**config.mk**
```make
export PLATFORM = sky130hd
export DESIGN_NAME = multi_channel_accumulator
export DESIGN_NICKNAME = d
export VERILOG_FILES = /design/src/rtl/multi_channel_accumulator.sv
export SDC_FILE = /design/constraint.sdc
export NUM_CORES = 1
export LEC_CHECK = 0
export CAP_MARGIN = 20
export CORE_UTILIZATION = 56
export CTS_CLUSTER_SIZE = 30
export DETAILED_ROUTE_END_ITERATION = 7
export HOLD_SLACK_MARGIN = 0.08
export PLACE_DENSITY = 0.82
export SYNTH_ARGS = -nofsm -noshare
export SYNTH_HDL_FRONTEND = slang
export SYNTH_SLANG_ARGS = --single-unit
export TNS_END_PERCENT = 1
```
**constraint.sdc**
```tcl
create_clock -name clock -period 10 [get_ports clock]
set_clock_uncertainty 0.1 [all_clocks]
set_input_delay 2 -clock clock [delete_from_list [all_inputs] [get_ports clock]]
set_output_delay 2 -clock clock [all_outputs]
set_load 0.05 [all_outputs]
```
**src/rtl/multi_channel_accumulator.sv**
```systemverilog
// rtl/multi_channel_accumulator.sv - free-running cycle counter plus NUM_CH wrap/saturate accumulators with registered read port
// Optional shadow bank (snapshot of every accumulator, overflow flag and the cycle count) enabled by ACC_SNAPSHOT_EN.
module multi_channel_accumulator #(
  parameter int NUM_CH   = 4,
  parameter int DATA_W   = 32,
  parameter int ACC_W    = 32,
  parameter int CYC_W    = 64,
  parameter int SAT_MODE = 0,
  localparam int SEL_W   = (NUM_CH > 1) ? $clog2(NUM_CH) : 1
) (
  input  logic                     clock,
  input  logic                     reset,
  output logic [CYC_W-1:0]         cycles,
  input  logic [NUM_CH-1:0]        in_valid,
  input  logic [NUM_CH*DATA_W-1:0] in_value,
  input  logic                     clr_valid,
  input  logic [SEL_W-1:0]         clr_ch,
  input  logic                     rd_en,
  input  logic [SEL_W-1:0]         rd_ch,
  input  logic                     rd_snap,
  input  logic                     snap,
  output logic                     rd_valid,
  output logic [ACC_W-1:0]         rd_data,
  output logic                     rd_ovf,
  output logic [NUM_CH-1:0]        ovf
);

  localparam int PAD_W = ACC_W + 1 - DATA_W;

  logic [ACC_W-1:0]  acc     [NUM_CH];
  logic [ACC_W-1:0]  acc_nxt [NUM_CH];
  logic [NUM_CH-1:0] ovf_nxt;
  logic [ACC_W:0]    sum;

  always_ff @(posedge clock or posedge reset) begin
    if (reset) begin
      cycles <= '0;
    end else begin
      cycles <= cycles + 1'b1;
    end
  end

  // Clear is applied first so a same-cycle add lands on a zeroed channel.
  always_comb begin
    sum     = '0;
    ovf_nxt = ovf;
    for (int i = 0; i < NUM_CH; i++) begin
      acc_nxt[i] = acc[i];
      if (clr_valid && (clr_ch == SEL_W'(i))) begin
        acc_nxt[i] = '0;
        ovf_nxt[i] = 1'b0;
      end
      if (in_valid[i]) begin
        sum = {1'b0, acc_nxt[i]} + {{PAD_W{1'b0}}, in_value[i*DATA_W +: DATA_W]};
        ovf_nxt[i] = ovf_nxt[i] | sum[ACC_W];
        if (sum[ACC_W] && (SAT_MODE != 0)) begin
          acc_nxt[i] = '1;
        end else begin
          acc_nxt[i] = sum[ACC_W-1:0];
        end
      end
    end
  end

  always_ff @(posedge clock or posedge reset) begin
    if (reset) begin
      for (int i = 0; i < NUM_CH; i++) begin
        acc[i] <= '0;
      end
      ovf <= '0;
    end else begin
      for (int i = 0; i < NUM_CH; i++) begin
        acc[i] <= acc_nxt[i];
      end
      ovf <= ovf_nxt;
    end
  end

  logic [ACC_W-1:0] live_data;
  logic             live_ovf;
  logic [ACC_W-1:0] sel_data;
  logic             sel_ovf;

  // Out-of-range channels match no entry and read back as zero.
  always_comb begin
    live_data = '0;
    live_ovf  = 1'b0;
    for (int i = 0; i < NUM_CH; i++) begin
      if (rd_ch == SEL_W'(i)) begin
        live_data = acc[i];
        live_ovf  = ovf[i];
      end
    end
  end

`ifdef ACC_SNAPSHOT_EN
  logic [ACC_W-1:0]  snap_acc [NUM_CH];
  logic [NUM_CH-1:0] snap_ovf;
  logic [CYC_W-1:0]  snap_cycles;
  logic [ACC_W-1:0]  shadow_data;
  logic              shadow_ovf;

  always_ff @(posedge clock or posedge reset) begin
    if (reset) begin
      for (int i = 0; i < NUM_CH; i++) begin
        snap_acc[i] <= '0;
      end
      snap_ovf    <= '0;
      snap_cycles <= '0;
    end else if (snap) begin
      for (int i = 0; i < NUM_CH; i++) begin
        snap_acc[i] <= acc[i];
      end
      snap_ovf    <= ovf;
      snap_cycles <= cycles;
    end
  end

  always_comb begin
    shadow_data = '0;
    shadow_ovf  = 1'b0;
    for (int i = 0; i < NUM_CH; i++) begin
      if (rd_ch == SEL_W'(i)) begin
        shadow_data = snap_acc[i];
        shadow_ovf  = snap_ovf[i];
      end
    end
  end

  assign sel_data = rd_snap ? shadow_data : live_data;
  assign sel_ovf  = rd_snap ? shadow_ovf  : live_ovf;
`else
  logic unused_snap_inputs;
  assign unused_snap_inputs = &{1'b0, snap, rd_snap};
  assign sel_data = live_data;
  assign sel_ovf  = live_ovf;
`endif

  always_ff @(posedge clock or posedge reset) begin
    if (reset) begin
      rd_valid <= 1'b0;
      rd_data  <= '0;
      rd_ovf   <= 1'b0;
    end else begin
      rd_valid <= rd_en;
      if (rd_en) begin
        rd_data <= sel_data;
        rd_ovf  <= sel_ovf;
      end
    end
  end

endmodule
```
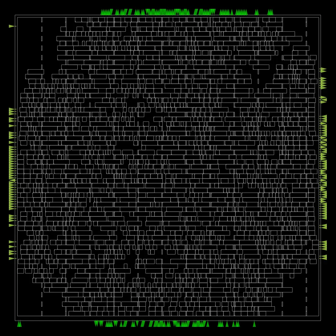
**Above:** cell outlines without signal wires.
fillcell total: 2,262
FP Rows: 63
Flops: 230
Util after Layout: 69.2%

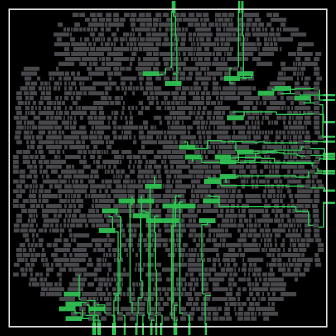
**Above:** port wiring.
- green: rd_data (direction output; edge 16 bottom, 12 right, 4 top; end cells 32; buffers 32; wire 1,810 um)
I/O pin count: 244
Port Buf Inserts: 241

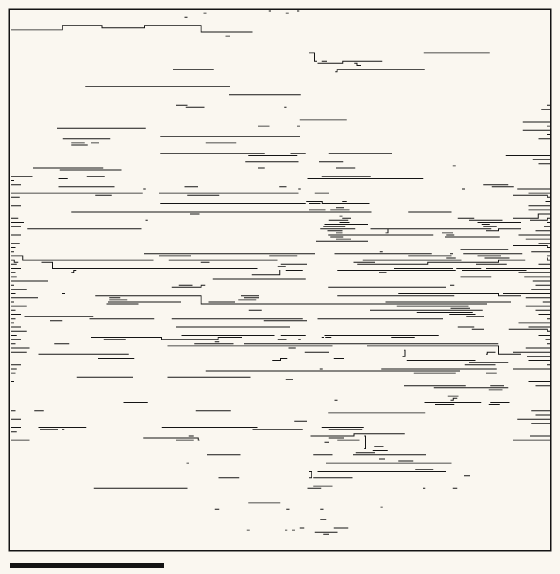
**Above:** signal wires on met3.
Scale bar: 50 um.
- main direction: horizontal
- nets with wire on the layer: 289
- share of all routed wire: 8.9%
- wire length on this layer: 4,170 um

==> ci_impl_report.md <==
## PnR job results

| Metric | Value |
|---|---|
| R2R cell count | 12 |
| Clock Sinks | 230 |
| Psw | 0.00261 W |
| Power density over cell area | 298 nW/um^2 |
| Drt total wl | 46,900 um |
| GR Layer Usage met1 | 42.3% |
| CP required | 10.33 ns |
| Net count after synthesis | 1,990 |
| Routed vias | 14,195 |
| Slew Limit Headroom | 36.5% |
| Hold path cells | 1 |
| Initial antenna violation count | 5 |
| Reg with most FFs | acc |
| Hpwl dp | 35,700 um |
| Crit path max fanout | 33 |
| Pwr Total | 0.00611 W |
| Mi-comb count | 1,391 |
| Min-delay worst type | register to register |
| CP Class | input pin to register |
| Comb pwr share | 56.4% |
| Max Cap Viol | 0 |
| Hold Slack | 0.370 ns |
| RSZ-0062 raised after global routing | no |
| Sequential element share of the synthesized area | 34.2% |
| Setup TNS | 0 ns |
| Mapped Cells | 1,715 |
| Ant diodes | 1 |
| Cycle use final | 60.2% |
| Largest class | multi-input combinational cells |
| Endpoints failing setup | 0 |
| Number of synthesis warnings | 0 |
| Die X-Extent | 175 um |
| Crit path capture type | register |
| Worst setup path endpoint | acc[126] |
| Starting Density | 56.8% |
| Final hold violations | 0 |
| Global-route wire length before repair | 74,300 um |
| Post-synth ARST share | 100% |
| DR pass1 iterations | 5 |
| Outcome | finished clean |
| Clkbuf count | 35 |
| Clk network pwr share | 17.1% |
| Count of library flops with an enable pin | 0 |
| Cell variety after synth | 84 |
| Grt total ovfl | 0 |
| Hold-fix buffers, CTS | 0 |
| Synth flops | 230 |
| Fmax | 0.166 GHz |
| Number of flip-flops in the largest register | 128 |
-- cell families (layout without fill, tap and decap cells) --
group,count (synthesis),in the layout,share of synthesized area (%)
AND-OR/OR-AND,426,426,17.2
XOR/XNOR,166,166,8.63
adder cells (fa/ha/maj),133,133,10.1
buffers and inverters,94,328,2.12
flip-flops,230,230,34.2
multiplexers,140,140,11.6
other,0,1,0
AND/OR/NAND/NOR,526,526,16.2
-- Yosys cell counts (5+ instances only) --
cell / number
buf_1: 6
nor3_1: 15
dfrtp_1: 230
nand2_1: 135
o2111ai_1: 5
o21ai_0: 67
a211oi_2: 7
o21a_1: 19
clkbuf_1: 60
and3_1: 25
o211ai_1: 9
and2_1: 140
ha_1: 129
a21o_1: 75
a21oi_1: 98
mux4_2: 33
xnor2_1: 115
o31ai_1: 9
a211oi_1: 17
o21ai_1: 28
nand3_1: 56
xor2_1: 51
or2_2: 5
nand2b_1: 8
nand4_1: 27
nor2b_1: 8
inv_1: 22
mux2_2: 104
o21bai_1: 20
nor2_1: 74
a31oi_1: 17
-- critical path, stage by stage --
cell and delay [ns]:
clkdlybuf4s50_1 0.61, or3b_2 0.78, and2_1 0.29, ha_1 0.22
fa_1 0.46, a211oi_2 0.35, nor4_1 0.12, nor3_2 0.26
a21oi_1 0.17, o21ai_2 0.28, o21ai_1 0.17, a211oi_1 0.28
xnor2_1 0.10, mux2_2 0.26
-- power by group through the flow --
stage / Sequential, W / Combinational (W) / Clock, W
finish: 0.00162 / 0.00345 / 0.00104
global route: 0.00164 / 0.00378 / 0.00110
CTS: 0.00160 / 0.00342 / 0.00106
detailed placement: 0.00161 / 0.00338 / 0
global placement: 0.00161 / 0.00331 / 0
floorplan: 0.00166 / 0.00245 / 0
Power figures rest on the tool's default switching activity, not on a simulated workload.
